M3 wires:
Scale: 3 px per um.
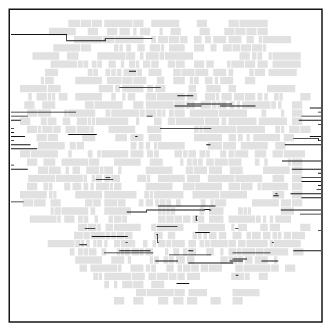
Sequential cells grouped by signal name:
Scale: 3 px per um. Other sequential cells in the stronger gray, the rest of the logic in the fainter gray.
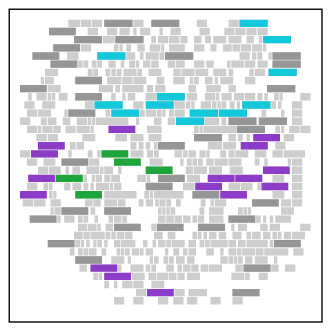
Routed clock nets over the placement:
Scale: 4 px per um.
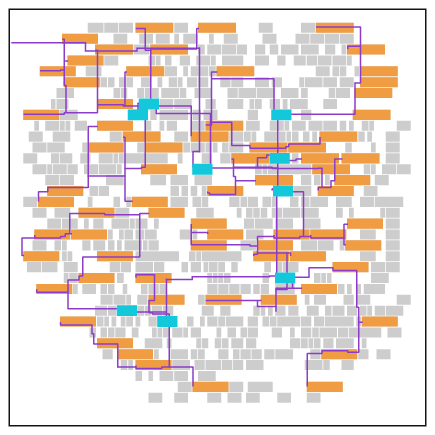
Routing congestion:
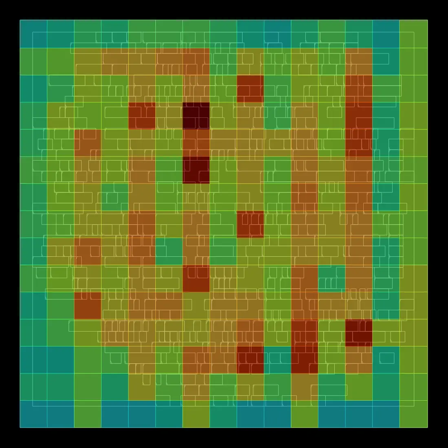
Routed metal, one color a layer:
Scale: 3 px per um.
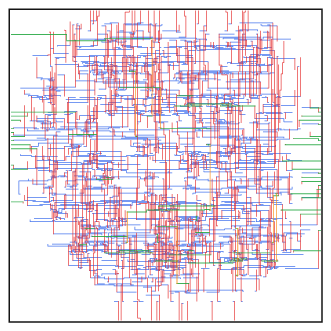
===== config.mk =====
export PLATFORM = sky130hd
export DESIGN_NAME = intra_mode_decision
export DESIGN_NICKNAME = d
export VERILOG_FILES = /design/src/rtl/intra_mode_decision_pkg.sv /design/src/rtl/intra_mode_decision_min_tracker.sv /design/src/rtl/intra_mode_decision.sv
export SDC_FILE = /design/constraint.sdc
export NUM_CORES = 1
export LEC_CHECK = 0
export ABC_CLOCK_PERIOD_IN_PS = 2600
export CORE_MARGIN = 3
export CORE_UTILIZATION = 45
export CTS_BUF_LIST = sky130_fd_sc_hd__clkbuf_4 sky130_fd_sc_hd__clkbuf_8 sky130_fd_sc_hd__clkbuf_16
export DETAILED_ROUTE_END_ITERATION = 10
export GPL_TIMING_DRIVEN = 1
export PLACE_DENSITY = 0.66
export SYNTH_ARGS = -nofsm -noshare
export SYNTH_HDL_FRONTEND = slang
export SYNTH_SLANG_ARGS = --single-unit
export TNS_END_PERCENT = 50

===== constraint.sdc =====
create_clock -name clk -period 2.6 [get_ports clk]
set_clock_uncertainty 0.15 [all_clocks]
set_input_delay 0.52 -clock clk [delete_from_list [all_inputs] [get_ports clk]]
set_output_delay 0.52 -clock clk [all_outputs]
set_load 0.005 [all_outputs]

===== src/rtl/intra_mode_decision_pkg.sv =====
// Shared types and constants for the macroblock intra mode decision.
// States, decision codes and 16x16 mode numbering.
package intra_pkg;

  typedef enum logic [1:0] {
    IDLE    = 2'd0,
    COLLECT = 2'd1,
    DECIDE  = 2'd2,
    HOLD    = 2'd3
  } state_t;

  localparam logic I4X4   = 1'b1;
  localparam logic I16X16 = 1'b0;

  localparam logic [1:0] VERT  = 2'd0;
  localparam logic [1:0] HORZ  = 2'd1;
  localparam logic [1:0] DC    = 2'd2;
  localparam logic [1:0] PLANE = 2'd3;

endpackage


===== src/rtl/intra_mode_decision_min_tracker.sv =====
// Running minimum of streamed 16x16 candidate costs with mode index.
// Strict compare: on equal cost the earlier candidate is kept.
module intra_min_tracker
  import intra_pkg::*;
#(
  parameter int COST_W = 12,
  parameter int MODE_W = 2
) (
  input  logic              clk,
  input  logic              rst,
  input  logic              clear,
  input  logic              valid,
  input  logic [COST_W-1:0] cost,
  input  logic [MODE_W-1:0] mode,
  output logic [COST_W-1:0] best_cost,
  output logic [MODE_W-1:0] best_mode
);

  logic [COST_W-1:0] r_cost;
  logic [MODE_W-1:0] r_mode;

  // keep the cheapest candidate seen since the last clear
  always_ff @(posedge clk or posedge rst) begin
    if (rst) begin
      r_cost <= '1;
      r_mode <= '0;
    end else if (clear) begin
      r_cost <= '1;
      r_mode <= '0;
    end else if (valid && (cost < r_cost)) begin
      r_cost <= cost;
      r_mode <= mode;
    end
  end

  assign best_cost = r_cost;
  assign best_mode = r_mode;

endmodule


===== src/rtl/intra_mode_decision.sv =====
// Per-macroblock I4x4 vs I16x16 decision over streamed costs.
// Sums 4x4 costs, tracks the 16x16 minimum, hands off one result.
module intra_mode_decision
  import intra_pkg::*;
#(
  parameter int COST_W  = 12,
  parameter int NUM_SUB = 16,
  parameter int NUM_M16 = 4,
  parameter int MODE_W  = 2,
  parameter int SUM_W   = COST_W + $clog2(NUM_SUB),
  parameter logic [SUM_W-1:0] BIAS = '0
) (
  input  logic              clk,
  input  logic              rst,
  input  logic              start,
  input  logic              flush,
  output logic              in_ready,
  input  logic              cost4_valid,
  input  logic [COST_W-1:0] cost4,
  input  logic              cost16_valid,
  input  logic [COST_W-1:0] cost16,
  input  logic [MODE_W-1:0] cost16_mode,
  output logic              dec_valid,
  input  logic              dec_ready,
  output logic              decision,
  output logic [MODE_W-1:0] best16_mode,
  output logic [COST_W-1:0] best16_cost,
  output logic [SUM_W-1:0]  sum4
);

  localparam int C4_W  = $clog2(NUM_SUB + 1);
  localparam int C16_W = $clog2(NUM_M16 + 1);
  localparam int LW    = SUM_W + 1;

  localparam logic [C4_W-1:0]  L_NSUB = C4_W'(NUM_SUB);
  localparam logic [C16_W-1:0] L_NM16 = C16_W'(NUM_M16);

  state_t r_state;
  state_t w_next;

  logic [C4_W-1:0]   r_cnt4;
  logic [C16_W-1:0]  r_cnt16;
  logic [SUM_W-1:0]  r_acc;

  logic              r_decision;
  logic [MODE_W-1:0] r_best_mode;
  logic [COST_W-1:0] r_best_cost;
  logic [SUM_W-1:0]  r_sum4;

  logic              w_start;
  logic              w_acc4;
  logic              w_acc16;
  logic              w_done;
  logic              w_update;
  logic [COST_W-1:0] w_trk_cost;
  logic [MODE_W-1:0] w_trk_mode;
  logic [LW-1:0]     w_lhs;
  logic [LW-1:0]     w_rhs;
  logic              w_i16;

  assign w_start  = (r_state == IDLE) && start && !flush;
  assign w_acc4   = (r_state == COLLECT) && cost4_valid
                  && (r_cnt4 < L_NSUB);
  assign w_acc16  = (r_state == COLLECT) && cost16_valid
                  && (r_cnt16 < L_NM16);
  assign w_done   = (r_cnt4 == L_NSUB) && (r_cnt16 == L_NM16);
  assign w_update = (r_state == DECIDE) && !flush;

  // one extra bit so sum plus bias can never wrap
  assign w_lhs = {1'b0, r_acc} + {1'b0, BIAS};
  assign w_rhs = LW'(w_trk_cost);
  assign w_i16 = w_lhs > w_rhs;

  intra_min_tracker #(
    .COST_W (COST_W),
    .MODE_W (MODE_W)
  ) u_min (
    .clk       (clk),
    .rst       (rst),
    .clear     (w_start),
    .valid     (w_acc16),
    .cost      (cost16),
    .mode      (cost16_mode),
    .best_cost (w_trk_cost),
    .best_mode (w_trk_mode)
  );

  // state register
  always_ff @(posedge clk or posedge rst) begin
    if (rst) begin
      r_state <= IDLE;
    end else begin
      r_state <= w_next;
    end
  end

  // next state; flush wins over start and the output handshake
  always_comb begin
    w_next = r_state;
    if (flush) begin
      w_next = IDLE;
    end else begin
      unique case (r_state)
        IDLE:    if (start)     w_next = COLLECT;
        COLLECT: if (w_done)    w_next = DECIDE;
        DECIDE:                 w_next = HOLD;
        HOLD:    if (dec_ready) w_next = IDLE;
        default:                w_next = IDLE;
      endcase
    end
  end

  // sample counters and 4x4 accumulator, cleared on start
  always_ff @(posedge clk or posedge rst) begin
    if (rst) begin
      r_cnt4  <= '0;
      r_cnt16 <= '0;
      r_acc   <= '0;
    end else if (w_start) begin
      r_cnt4  <= '0;
      r_cnt16 <= '0;
      r_acc   <= '0;
    end else begin
      if (w_acc4) begin
        r_cnt4 <= r_cnt4 + C4_W'(1);
        r_acc  <= r_acc + SUM_W'(cost4);
      end
      if (w_acc16) begin
        r_cnt16 <= r_cnt16 + C16_W'(1);
      end
    end
  end

  // result registers load only in DECIDE and hold otherwise
  always_ff @(posedge clk or posedge rst) begin
    if (rst) begin
      r_decision  <= I16X16;
      r_best_mode <= '0;
      r_best_cost <= '1;
      r_sum4      <= '0;
    end else if (w_update) begin
      r_decision  <= w_i16 ? I16X16 : I4X4;
      r_best_mode <= w_trk_mode;
      r_best_cost <= w_trk_cost;
      r_sum4      <= r_acc;
    end
  end

  assign in_ready    = (r_state == COLLECT);
  assign dec_valid   = (r_state == HOLD);
  assign decision    = r_decision;
  assign best16_mode = r_best_mode;
  assign best16_cost = r_best_cost;
  assign sum4        = r_sum4;

endmodule


==> changes_impl.md <==
## Implementation

- Number of DRC violations after detailed-routing iteration 0: 180
- Unrepaired setup endpoints after global routing: no
- Mux frac, synth: between 4 and 5%
- Reg2reg end: u_min.best_mode[0]$_DFFE_PP0P_
- Leading cell kind: multi-input combinational cells
- Critical path endpoint: u_min.best_mode[0]$_DFFE_PP0P_
- Nets: 609
- Setup_tns: 0 ps
- Clock-cell share: 4.44%
- # Cells Yosys: 434
- Post-synthesis sequential area ratio: 42.0%
- Buf/Inv on CP: 2
- Setup violators final: 0
- Worst slack, placed: -380 ps
- GRT overflow: 0
- Post-synth cell types: 54
- Flip-flops: between 70 and 80
- Max Clk Rate: 0.406 GHz
- P_sw: 2.13 mW
- Antenna-violating nets left: 0
- WS Path Type: input pin to register
- Dpl hpwl: 7730 um
- Worst hold slack: 320 ps
- Int Power: about 3.7 mW
- VDD IR-drop max: 0.461 mV
- Final WL: around 11,000 um
- Reg-to-reg slack, setup: 170 ps
- Reg-to-reg startpoint: u_min.best_cost[11]$_DFFE_PP1P_
- M1 wire length: 4880 um
- Synth cell count leaders: 47 x dfrtp_1, 43 x ha_1, 41 x nand2_1, 32 x a21oi_1, 27 x inv_1
- Critical path's top delay family: simple AND/OR/NAND/NOR gates
- WL/cell: 15.9 um
- Hold endpoint: best16_cost[8]$_DFFE_PP1P_
- N_diodes: 0
- Area reported by Yosys stat: approximately 4300 um2
- Core Footprint: 9240 um2
- Worst hold path type: register to register
- Number of synthesized register bits: slightly above 70
- Max Cap Violations: 0
- Crit share post-route: 94.8%
- Comb area: ~2300 um2
- Simple-Gate Area Share: 18.4%
- Chip width: around 100 um
- Crit-path max FO: 7
- Die area: 10,800 um2
- Arrival time at the worst endpoint: about 2600 ps
- Uppermost routed layer: met4
- Worst-margin pin slew: 490 ps
- Hold Path Stages: 2
- Outcome: complete, no violations
- Post-route cell area: 5630 um2
- Fin. Hold Viols: 0
- TritonRoute pass-1 iters: 4
- Net Sw Frac: 36.8%
- Clock Buffer Count: 11
- Metal3 WL: 505 um
- Main area contributors: dfrtp_1 27%, dfstp_2 15%, ha_1 13%
- Worst Setup Start Kind: input pin
- Comb power frac: between 40% and 50%
- Number of global-route vias before repair: 3,515
- Post-CTS setup buffer count: 0
- Tapcells: 129
- Top-count cell post-synth: dfrtp_1
- Largest logic family: simple AND/OR/NAND/NOR gates
- Max-area cell share: 27.4%
- Synth area leader: dfrtp_1
- CTS tree: built
- Worst Setup SP: cost16[11]
- Initial antenna violation count: 0
- Latency at later pin: 350 ps
- Hold_buf cts: 0
- Critical-path cell list: clkdlybuf4s50_1 -> ha_1 -> nand4_1 -> or4_4 -> o21ai_2 -> buf_4 -> o21ai_0 -> a21oi_1
About 'M3 wires':
share of all routed wire: 4.8%
longest straight run: 21.4 um

About 'sequential cells grouped by signal name':
| name in the netlist | color | sequential cells |
|---|---|---|
| u_min.best_cost | cyan | 12 |
| sum4 | purple | 16 |
| r_cnt4 | green | 5 |
Storage cell area: 1810 um2
Final Core Density: 61.0%
flop share of the area: 32.1%
seq pwr: 1.92 mW

About 'routed clock nets over the placement':
[clock wires] purple | length: 1,070 um
[clock-net drivers] cyan | count: 9
[flip-flops] orange | count: 71
routed clock nets: 10

About 'routing congestion':
overall fraction of global-route tracks in use: 19.9%
met2 Usage GRT: 32.9%
met3 Track Usage GR: 4.36%
gr busiest metal: met2

About 'routed metal, one color a layer':
| layer | color | wire length |
|---|---|---|
| M1 | blue | 4,880 um |
| M2 | red | 5,010 um |
| M3 | green | 505 um |
| M4 | orange | 166 um |

Power figures rest on the tool's default switching activity, not on a simulated workload.
